Run 1, PDN straps and rails:
Bar = 20 um. Pins as bars on the die edge.
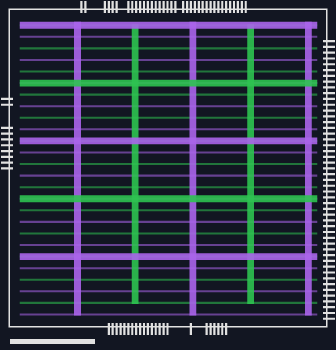
Run 1, cells colored by class:
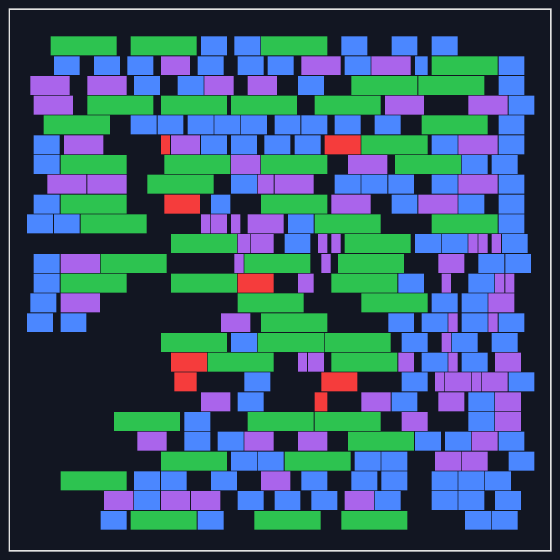
Run 1, clock wires, drivers and flops:
Bar = 20 um.
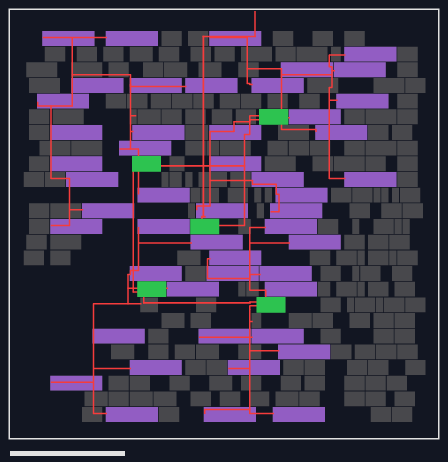
## src/rtl/orb_bank_ctrl.sv

```systemverilog
// Ping-pong bank controller for the two orbital frame RAMs: the writer fills one
// bank while the reader drains the other. Optional statistics under ORB_BANK_STAT_EN.
module orb_bank_ctrl #(
   parameter int ADDR_W = 11,
   parameter int DATA_W = 12,
   parameter logic [DATA_W-1:0] FILL_WORD = 12'h000
) (
   input  logic              clk,
   input  logic              rst,
   input  logic              wr_en,
   input  logic [ADDR_W-1:0] wr_addr,
   input  logic [DATA_W-1:0] wr_data,
   input  logic              wr_frame_done,
   input  logic              rd_en,
   input  logic [ADDR_W-1:0] rd_addr,
   input  logic              rd_frame_sw,
   output logic [DATA_W-1:0] rd_data,
   output logic              rd_valid,
   output logic [ADDR_W-1:0] ram_wraddr,
   output logic [DATA_W-1:0] ram_data,
   output logic [1:0]        ram_wren,
   output logic [ADDR_W-1:0] ram_rdaddr,
   output logic [1:0]        ram_rden,
   input  logic [DATA_W-1:0] ram_q0,
   input  logic [DATA_W-1:0] ram_q1,
   output logic              wr_bank,
   output logic              overrun,
   output logic              underrun
`ifdef ORB_BANK_STAT_EN
   ,
   output logic [15:0]       ovr_cnt,
   output logic [15:0]       udr_cnt
`endif
);

   typedef enum logic {
      ST_EMPTY = 1'b0,
      ST_RUN   = 1'b1
   } state_t;

   state_t state, state_nx;
   logic   wr_full;
   logic   frame_ready;
   logic   swap_ok;
   logic   wr_accept;
   logic   wr_drop;
   logic   swap_refused;

   // Read pipeline: bank and fill flag travel with the request
   logic   rd_pend1, rd_bank1, rd_fill1;
   logic   rd_pend2, rd_bank2, rd_fill2;

   // A frame_done arriving with the swap counts as already complete
   always_comb begin
      frame_ready  = wr_full | wr_frame_done;
      swap_ok      = rd_frame_sw & frame_ready;
      swap_refused = rd_frame_sw & ~frame_ready;
      wr_accept    = wr_en & ~wr_full;
      wr_drop      = wr_en & wr_full;
      state_nx     = state;
      if (state == ST_EMPTY && swap_ok)
         state_nx = ST_RUN;
   end

   always_ff @(posedge clk or negedge rst) begin
      if (!rst)
         state <= ST_EMPTY;
      else
         state <= state_nx;
   end

   always_ff @(posedge clk or negedge rst) begin
      if (!rst) begin
         wr_bank <= 1'b0;
         wr_full <= 1'b0;
      end else if (swap_ok) begin
         wr_bank <= ~wr_bank;
         wr_full <= 1'b0;
      end else if (wr_frame_done) begin
         wr_full <= 1'b1;
      end
   end

   // Writes use the pre-swap bank even when a swap lands on the same edge
   always_ff @(posedge clk or negedge rst) begin
      if (!rst) begin
         ram_wren   <= 2'b00;
         ram_wraddr <= '0;
         ram_data   <= '0;
         overrun    <= 1'b0;
         underrun   <= 1'b0;
      end else begin
         ram_wren <= 2'b00;
         if (wr_accept) begin
            ram_wren[wr_bank] <= 1'b1;
            ram_wraddr        <= wr_addr;
            ram_data          <= wr_data;
         end
         overrun  <= wr_drop;
         underrun <= swap_refused;
      end
   end

   always_ff @(posedge clk or negedge rst) begin
      if (!rst) begin
         ram_rden   <= 2'b00;
         ram_rdaddr <= '0;
         rd_pend1   <= 1'b0;
         rd_bank1   <= 1'b0;
         rd_fill1   <= 1'b0;
         rd_pend2   <= 1'b0;
         rd_bank2   <= 1'b0;
         rd_fill2   <= 1'b0;
      end else begin
         ram_rden <= 2'b00;
         if (rd_en) begin
            ram_rdaddr <= rd_addr;
            if (state == ST_RUN)
               ram_rden[~wr_bank] <= 1'b1;
         end
         rd_pend1 <= rd_en;
         rd_bank1 <= ~wr_bank;
         rd_fill1 <= (state == ST_EMPTY);
         rd_pend2 <= rd_pend1;
         rd_bank2 <= rd_bank1;
         rd_fill2 <= rd_fill1;
      end
   end

   // Output is forced to zero when idle so reset leaves every output at 0
   always_comb begin
      rd_valid = rd_pend2;
      rd_data  = '0;
      if (rd_pend2) begin
         if (rd_fill2)
            rd_data = FILL_WORD;
         else if (rd_bank2)
            rd_data = ram_q1;
         else
            rd_data = ram_q0;
      end
   end

`ifdef ORB_BANK_STAT_EN
   always_ff @(posedge clk or negedge rst) begin
      if (!rst) begin
         ovr_cnt <= 16'h0000;
         udr_cnt <= 16'h0000;
      end else begin
         if (wr_drop && ovr_cnt != 16'hFFFF)
            ovr_cnt <= ovr_cnt + 16'h0001;
         if (swap_refused && udr_cnt != 16'hFFFF)
            udr_cnt <= udr_cnt + 16'h0001;
      end
   end
`endif

endmodule

```

## config.mk

```make
export PLATFORM = sky130hd
export DESIGN_NAME = orb_bank_ctrl
export DESIGN_NICKNAME = d
export VERILOG_FILES = /design/src/rtl/orb_bank_ctrl.sv
export SDC_FILE = /design/constraint.sdc
export NUM_CORES = 1
export LEC_CHECK = 0
export CAP_MARGIN = 5
export CORE_MARGIN = 2
export CORE_UTILIZATION = 40
export CTS_CLUSTER_DIAMETER = 50
export DETAILED_ROUTE_END_ITERATION = 10
export PLACE_DENSITY = 0.85
export SKIP_CTS_REPAIR_TIMING = 1
export SYNTH_ARGS = -nofsm -noshare
export SYNTH_HDL_FRONTEND = slang
export SYNTH_SLANG_ARGS = --single-unit
export TNS_END_PERCENT = 100
```

## constraint.sdc

```tcl
create_clock -name clk -period 3 [get_ports clk]
set_clock_uncertainty 0.15 [all_clocks]
set_input_delay 0.45 -clock clk [delete_from_list [all_inputs] [get_ports clk]]
set_output_delay 0.45 -clock clk [all_outputs]
set_load 0.005 [all_outputs]
```

==> flow_summary_export.csv, run 1 <==
group,metric,value,unit
yosys,yosys.area_share.aoi,0.00253,
route,route.antenna.remaining_nets,0,
global_route,grt_pass1_wl,7110,um
setup_path,critical_path.endpoint_type,"output pin",
die,chipWidth,74.3,um
yosys,ys_sh_adder,0,
place,dp_cells,307,
timing,setup_slack,0.519,ns
setup_path,worst_ep_arrival_time,1.88,ns
place,finalWeightedCongestion,0.706,
setup_path,timing_worst_setup_path_type,"reg -> out",
setup_path,worst_path_required,2.40,ns
power,ir_worst_vdd,0.000300,V
cells_and_area,layout-drive-gt1-share,0.177,
cts,cts.reportedPaths.clkPinSlew,0.09,ns
power,power.density,540,nW/um^2
timing,setup_viol,0,
power,power.group.top,"sequential cells",
setup_path,cp_num_cells,3,
cells_and_area,largest_register_ffs,12,
run_status,violations,"hold timing",
cells_and_area,comb_cells,71,
route,detailedRoute.firstPassIterationCount,2,
power,switchingPower,451,uW
cells_and_area,leading_cell_types_in_the_layout_fill_and_taps_excluded,"sky130_fd_sc_hd__clkdlybuf4s50_1 (116), sky130_fd_sc_hd__dfrtp_1 (49), sky130_fd_sc_hd__mux2_4 (18)",
cts,worstSkewPairLatency,0.30,ns
die,die_outline_area,5520,um^2
power,static-leakage-power,1.45,nW
global_route,first_global_vias,1524,
timing,highest_clock_rate,0.403,GHz
yosys,numSynthFlops,49,
yosys,async_flop_share,1.00,
setup_path,critical-path-top-delay-family,"flip-flops",
cells_and_area,largestRegisters,"ram_data: 12 flops, ram_rdaddr: 11 flops, ram_wraddr: 11 flops",
yosys,yosysSeqAreaShare,0.620,
run,warning_count,26,
cells_and_area,final.fill_count,358,
setup_path,regToRegSetupSlack,1.55,ns
timing,hold_violations,25,
route,met1_length,1770,um
cts,cts_tree,"built",
yosys,synth.distinct_cells,17,
run_status,run_status,"finished with violations",
setup_path,timing.critical_path.fanout_max,12,
cells_and_area,seq_area_frac,0.375,
global_route,grt_most_used_layer,"met2",
route,postRouteWirelength,4710,um
cells_and_area,design_area,3270,um^2
die,placement_rows,25,
setup_path,max_stage_delay,0.73,ns
yosys,avgSynthCellArea,15.4,um^2
global_route,grt_util_met2,0.318,
yosys,synth.top_cells.by_area,"sky130_fd_sc_hd__dfrtp_1 (62%), sky130_fd_sc_hd__mux2_4 (14%), sky130_fd_sc_hd__mux2_2 (9.1%), sky130_fd_sc_hd__mux2i_1 (6.1%), sky130_fd_sc_hd__nor2_1 (3.0%)",
yosys,synth.cells.most_frequent,"sky130_fd_sc_hd__dfrtp_1 (49), sky130_fd_sc_hd__mux2_4 (18), sky130_fd_sc_hd__mux2_2 (16), sky130_fd_sc_hd__nor2_1 (16), sky130_fd_sc_hd__mux2i_1 (12)",
cells_and_area,layout.area.top_class,"registers",
setup_path,reg2reg_capture_point,"ram_data[0]$_DFFE_PN0N_",
power,clk_pwr,378,uW
global_route,antenna_found_initial,0,
die,fp-utilization,0.416,
yosys,ys_top_logic_family,"multiplexers",
yosys,synth_dominant_cell_count,"sky130_fd_sc_hd__dfrtp_1",
place,hpwl,3650,um
route,vias_per_cell,4.51,
power,pint,1.32,mW
route,detailroute.wirelength.met2,2430,um
global_route,global_route.usage.total,0.172,
yosys,mux_area_frac,0.289,
yosys,ys.warnings.count,0,
die,core,4750,um^2
cells_and_area,design.final.nets,311,
yosys,floorplan.nets,192,
cells_and_area,final_util,0.688,
cells_and_area,area_share_clock_buf_inv,0.0264,
yosys,syn-instance-count,128,
die,design.portCount,118,
yosys,portion_of_synthesized_cell_area_occupied_by_the_leading_cell_type,0.620,
cells_and_area,numSequentialCells,49,
cts,numCtsBuffers,5,
route,topRoutingLayerUsed,"met4",
timing,finalSetupTns,0,ns
route,drtIter0Drc,40,
global_route,grt_overflow_total,0,
setup_path,path_buffers,1,
cells_and_area,sh_comb_area,0.212,
setup_path,worstSetupEndpoint,"rd_data[6]",
cells_and_area,data_path_buffer_share_of_cell_area_in_the_final_layout,0.359,
place,placement.cell_area,3180,um^2
global_route,grt_max_degree,28,
yosys,ys_sh_simple,0.0551,
yosys,post_synth_xor_area_fraction,0.00443,
cells_and_area,most_flop_heavy_register,"ram_data",
place,place_worst_setup_slack,0.709,ns
die,tap-cell-count,67,
power,switching_share,0.255,
cells_and_area,finalNonFillerCells,315,
die,chipHeight,74.3,um
yosys,syn_area,1980,um^2
cells_and_area,num-nonclk-buffers,118,
route,post-route-drc-count,0,
global_route,groute.layer.met3.usage,0.0542,
timing,setup_repair_after_global_routing_missed_its_margin,"false",
cells_and_area,nNonClkInverters,2,
place,io_buffers,117,
cts,ctsLongestPathBuffers,2,
setup_path,critical_path.startpoint_type,"flop",
timing,final_period_minus_worst_setup_slack,2.48,ns
cells_and_area,combGateArea,693,um^2
timing,hold_ws,-0.0162,ns
cts,clk_root_buffer_cell,"sky130_fd_sc_hd__clkbuf_8",
worst_hold_path,hp-class,"in -> async",
setup_path,startpoint,"rd_bank2$_DFF_PN0_",
cells_and_area,antenna_cells_inserted,0,
yosys,synth_top_cell_by_area,"sky130_fd_sc_hd__dfrtp_1",
setup_path,cp_slowest_cell,"sky130_fd_sc_hd__dfrtp_1",
route,wl_met3,430,um
yosys,yosys_area,1980,um^2
route,drt-wirelength-per-cell,14.9,um
cells_and_area,layout.clock_buffers,6,
setup_path,r2r.worst_path.cells,2,
cells_and_area,most_instantiated_logic_cell_after_routing,"sky130_fd_sc_hd__clkdlybuf4s50_1",
power,p_seq_frac,0.475,
## Picture notes: 'PDN straps and rails'
legend:
  purple:
    net: VSS
  green:
    net: VDD
met4 straps: 5
met5 straps: 5
met1 rails: 26

## Picture notes: 'cells colored by class'
legend:
  purple:
    class: combinational and other logic
    cells: 73
    share_of_their_area: 22%
  red:
    class: clock drivers and dummy loads
    cells: 8
    share_of_their_area: 2.7%
  blue:
    class: remaining buffers and delay cells
    cells: 118
    share_of_their_area: 37%
  green:
    class: sequential cells
    cells: 49
    share_of_their_area: 38%

## Picture notes: 'clock wires, drivers and flops'
legend:
  green:
    item: clock drivers
    count: 5
  red:
    item: clock wires
    length: 545 um
  purple:
    item: flip-flops
    count: 49
routed clock nets: 6

Run 1, routed metal, one color a layer:
Bar = 20 um.
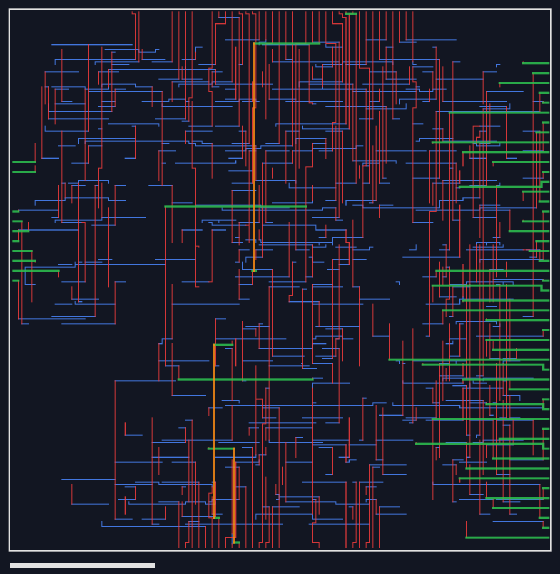

==> run 1 -> run 2 <==
--- a/config.mk
+++ b/config.mk
@@ -7,10 +7,10 @@
 export LEC_CHECK = 0
 export CAP_MARGIN = 5
 export CORE_MARGIN = 2
-export CORE_UTILIZATION = 40
+export CORE_UTILIZATION = 34
 export CTS_CLUSTER_DIAMETER = 50
 export DETAILED_ROUTE_END_ITERATION = 10
-export PLACE_DENSITY = 0.85
+export PLACE_DENSITY = 0.77
 export SKIP_CTS_REPAIR_TIMING = 1
 export SYNTH_ARGS = -nofsm -noshare
 export SYNTH_HDL_FRONTEND = slang
==> constraint.sdc (replaced) <==
create_clock -name clk -period 2.26 [get_ports clk]
set_clock_uncertainty 0.15 [all_clocks]
set_input_delay 0.339 -clock clk [delete_from_list [all_inputs] [get_ports clk]]
set_output_delay 0.339 -clock clk [all_outputs]
set_load 0.005 [all_outputs]
Run 2, routed metal, one color a layer:
Bar = 20 um.
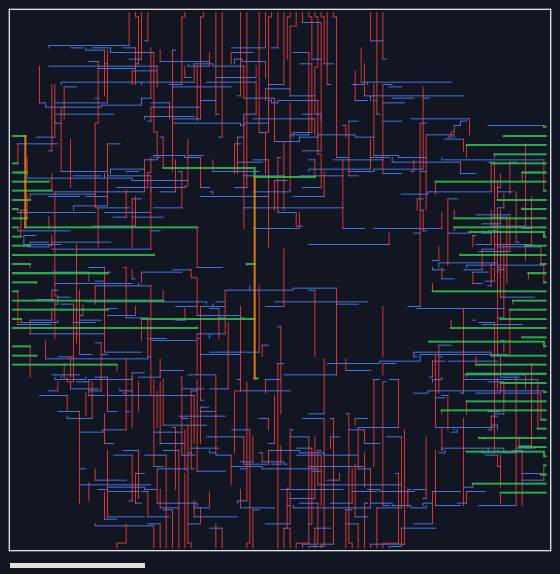
legend:
  red:
    layer: metal 2
    wire_length: 2220 um
  orange:
    layer: metal 4
    wire_length: 43.5 um
  green:
    layer: metal 3
    wire_length: 523 um
  blue:
    layer: metal 1
    wire_length: 1770 um

Run 2, clock wires, drivers and flops:
Bar = 20 um.
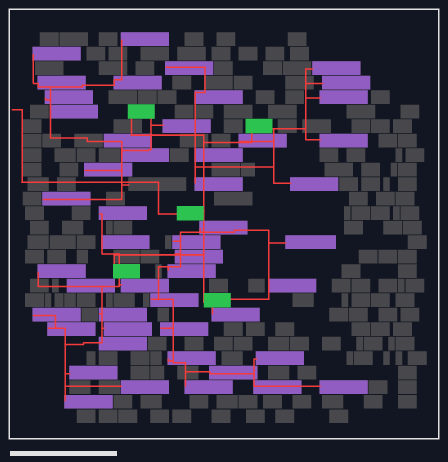
legend:
  purple:
    item: flip-flops
    count: 49
  green:
    item: clock drivers
    count: 5
  red:
    item: clock wires
    length: 552 um
routed clock nets: 6

==> flow_summary_export.csv, run 2 <==
group,metric,value,unit
run_status,run_status,"complete, no violations",
worst_hold_path,hp-class,"reg -> reg",
yosys,syn-instance-count,128,
route,detailedRoute.firstPassIterationCount,6,
cells_and_area,numSequentialCells,49,
global_route,grt_most_used_layer,"met2",
yosys,avgSynthCellArea,15.4,um^2
timing,hold_ws,0.218,ns
setup_path,r2r.worst_path.cells,2,
die,chipWidth,80.3,um
timing,highest_clock_rate,0.466,GHz
die,design.portCount,118,
global_route,groute.layer.met3.usage,0.0674,
place,place_worst_setup_slack,0.218,ns
yosys,synth.top_cells.by_area,"sky130_fd_sc_hd__dfrtp_1 (62%), sky130_fd_sc_hd__mux2_4 (14%), sky130_fd_sc_hd__mux2_2 (9.1%), sky130_fd_sc_hd__mux2i_1 (6.1%), sky130_fd_sc_hd__nor2_1 (3.0%)",
cells_and_area,num-nonclk-buffers,120,
cells_and_area,design_area,3340,um^2
setup_path,critical-path-top-delay-family,"flip-flops",
power,ir_worst_vdd,0.000414,V
die,placement_rows,27,
timing,setup_viol,0,
yosys,yosys_area,1980,um^2
global_route,grt_max_degree,26,
yosys,synth.distinct_cells,17,
route,wl_met3,522,um
cells_and_area,area_share_clock_buf_inv,0.0359,
power,switching_share,0.239,
cells_and_area,seq_area_frac,0.367,
setup_path,timing.critical_path.fanout_max,12,
yosys,post_synth_xor_area_fraction,0.00443,
setup_path,critical_path.startpoint_type,"flop",
timing,setup_slack,0.112,ns
die,chipHeight,80.3,um
power,switchingPower,595,uW
power,clk_pwr,641,uW
die,fp-utilization,0.355,
setup_path,cp_num_cells,3,
yosys,ys.warnings.count,0,
power,pint,1.89,mW
place,finalWeightedCongestion,0.675,
die,die_outline_area,6440,um^2
setup_path,cp_slowest_cell,"sky130_fd_sc_hd__dfrtp_2",
setup_path,worst_ep_arrival_time,1.66,ns
yosys,ys_top_logic_family,"multiplexers",
global_route,grt_pass1_wl,7070,um
yosys,syn_area,1980,um^2
setup_path,max_stage_delay,0.59,ns
route,route.antenna.remaining_nets,0,
setup_path,timing_worst_setup_path_type,"reg -> out",
global_route,grt_overflow_total,0,
yosys,synth_top_cell_by_area,"sky130_fd_sc_hd__dfrtp_1",
global_route,grt_util_met2,0.246,
cells_and_area,largest_register_ffs,12,
setup_path,worstSetupEndpoint,"rd_data[11]",
power,power.density,744,nW/um^2
place,dp_cells,313,
yosys,ys_sh_simple,0.0551,
setup_path,worst_path_required,1.77,ns
yosys,mux_area_frac,0.289,
cells_and_area,leading_cell_types_in_the_layout_fill_and_taps_excluded,"sky130_fd_sc_hd__clkdlybuf4s50_1 (116), sky130_fd_sc_hd__dfrtp_1 (48), sky130_fd_sc_hd__mux2_4 (18)",
setup_path,path_buffers,1,
cells_and_area,antenna_cells_inserted,0,
yosys,floorplan.nets,192,
cells_and_area,final_util,0.600,
cells_and_area,design.final.nets,313,
cells_and_area,sh_comb_area,0.208,
route,topRoutingLayerUsed,"met4",
yosys,synth.cells.most_frequent,"sky130_fd_sc_hd__dfrtp_1 (49), sky130_fd_sc_hd__mux2_4 (18), sky130_fd_sc_hd__mux2_2 (16), sky130_fd_sc_hd__nor2_1 (16), sky130_fd_sc_hd__mux2i_1 (12)",
route,vias_per_cell,4.52,
cells_and_area,largestRegisters,"ram_data: 12 flops, ram_rdaddr: 11 flops, ram_wraddr: 11 flops",
yosys,portion_of_synthesized_cell_area_occupied_by_the_leading_cell_type,0.620,
cts,worstSkewPairLatency,0.30,ns
route,drt-wirelength-per-cell,14.2,um
route,met1_length,1770,um
route,detailroute.wirelength.met2,2220,um
cells_and_area,combGateArea,696,um^2
route,postRouteWirelength,4560,um
cells_and_area,comb_cells,71,
yosys,yosys.area_share.aoi,0.00253,
cts,numCtsBuffers,5,
cts,cts.reportedPaths.clkPinSlew,0.09,ns
cells_and_area,nNonClkInverters,2,
setup_path,startpoint,"rd_bank2$_DFF_PN0_",
yosys,async_flop_share,1.00,
route,drtIter0Drc,31,
cells_and_area,layout.clock_buffers,6,
cells_and_area,final.fill_count,470,
die,core,5570,um^2
global_route,global_route.usage.total,0.144,
place,placement.cell_area,3210,um^2
cells_and_area,data_path_buffer_share_of_cell_area_in_the_final_layout,0.360,
cts,clk_root_buffer_cell,"sky130_fd_sc_hd__clkbuf_8",
timing,hold_violations,0,
cts,cts_tree,"built",
power,static-leakage-power,1.48,nW
cells_and_area,layout.area.top_class,"registers",
timing,setup_repair_after_global_routing_missed_its_margin,"false",
yosys,yosysSeqAreaShare,0.620,
cells_and_area,layout-drive-gt1-share,0.192,
place,hpwl,3510,um
yosys,synth_dominant_cell_count,"sky130_fd_sc_hd__dfrtp_1",
yosys,ys_sh_adder,0,
run,warning_count,26,
die,tap-cell-count,72,
power,power.group.top,"sequential cells",
No activity file was given, so power comes from the tool's default toggle rates.
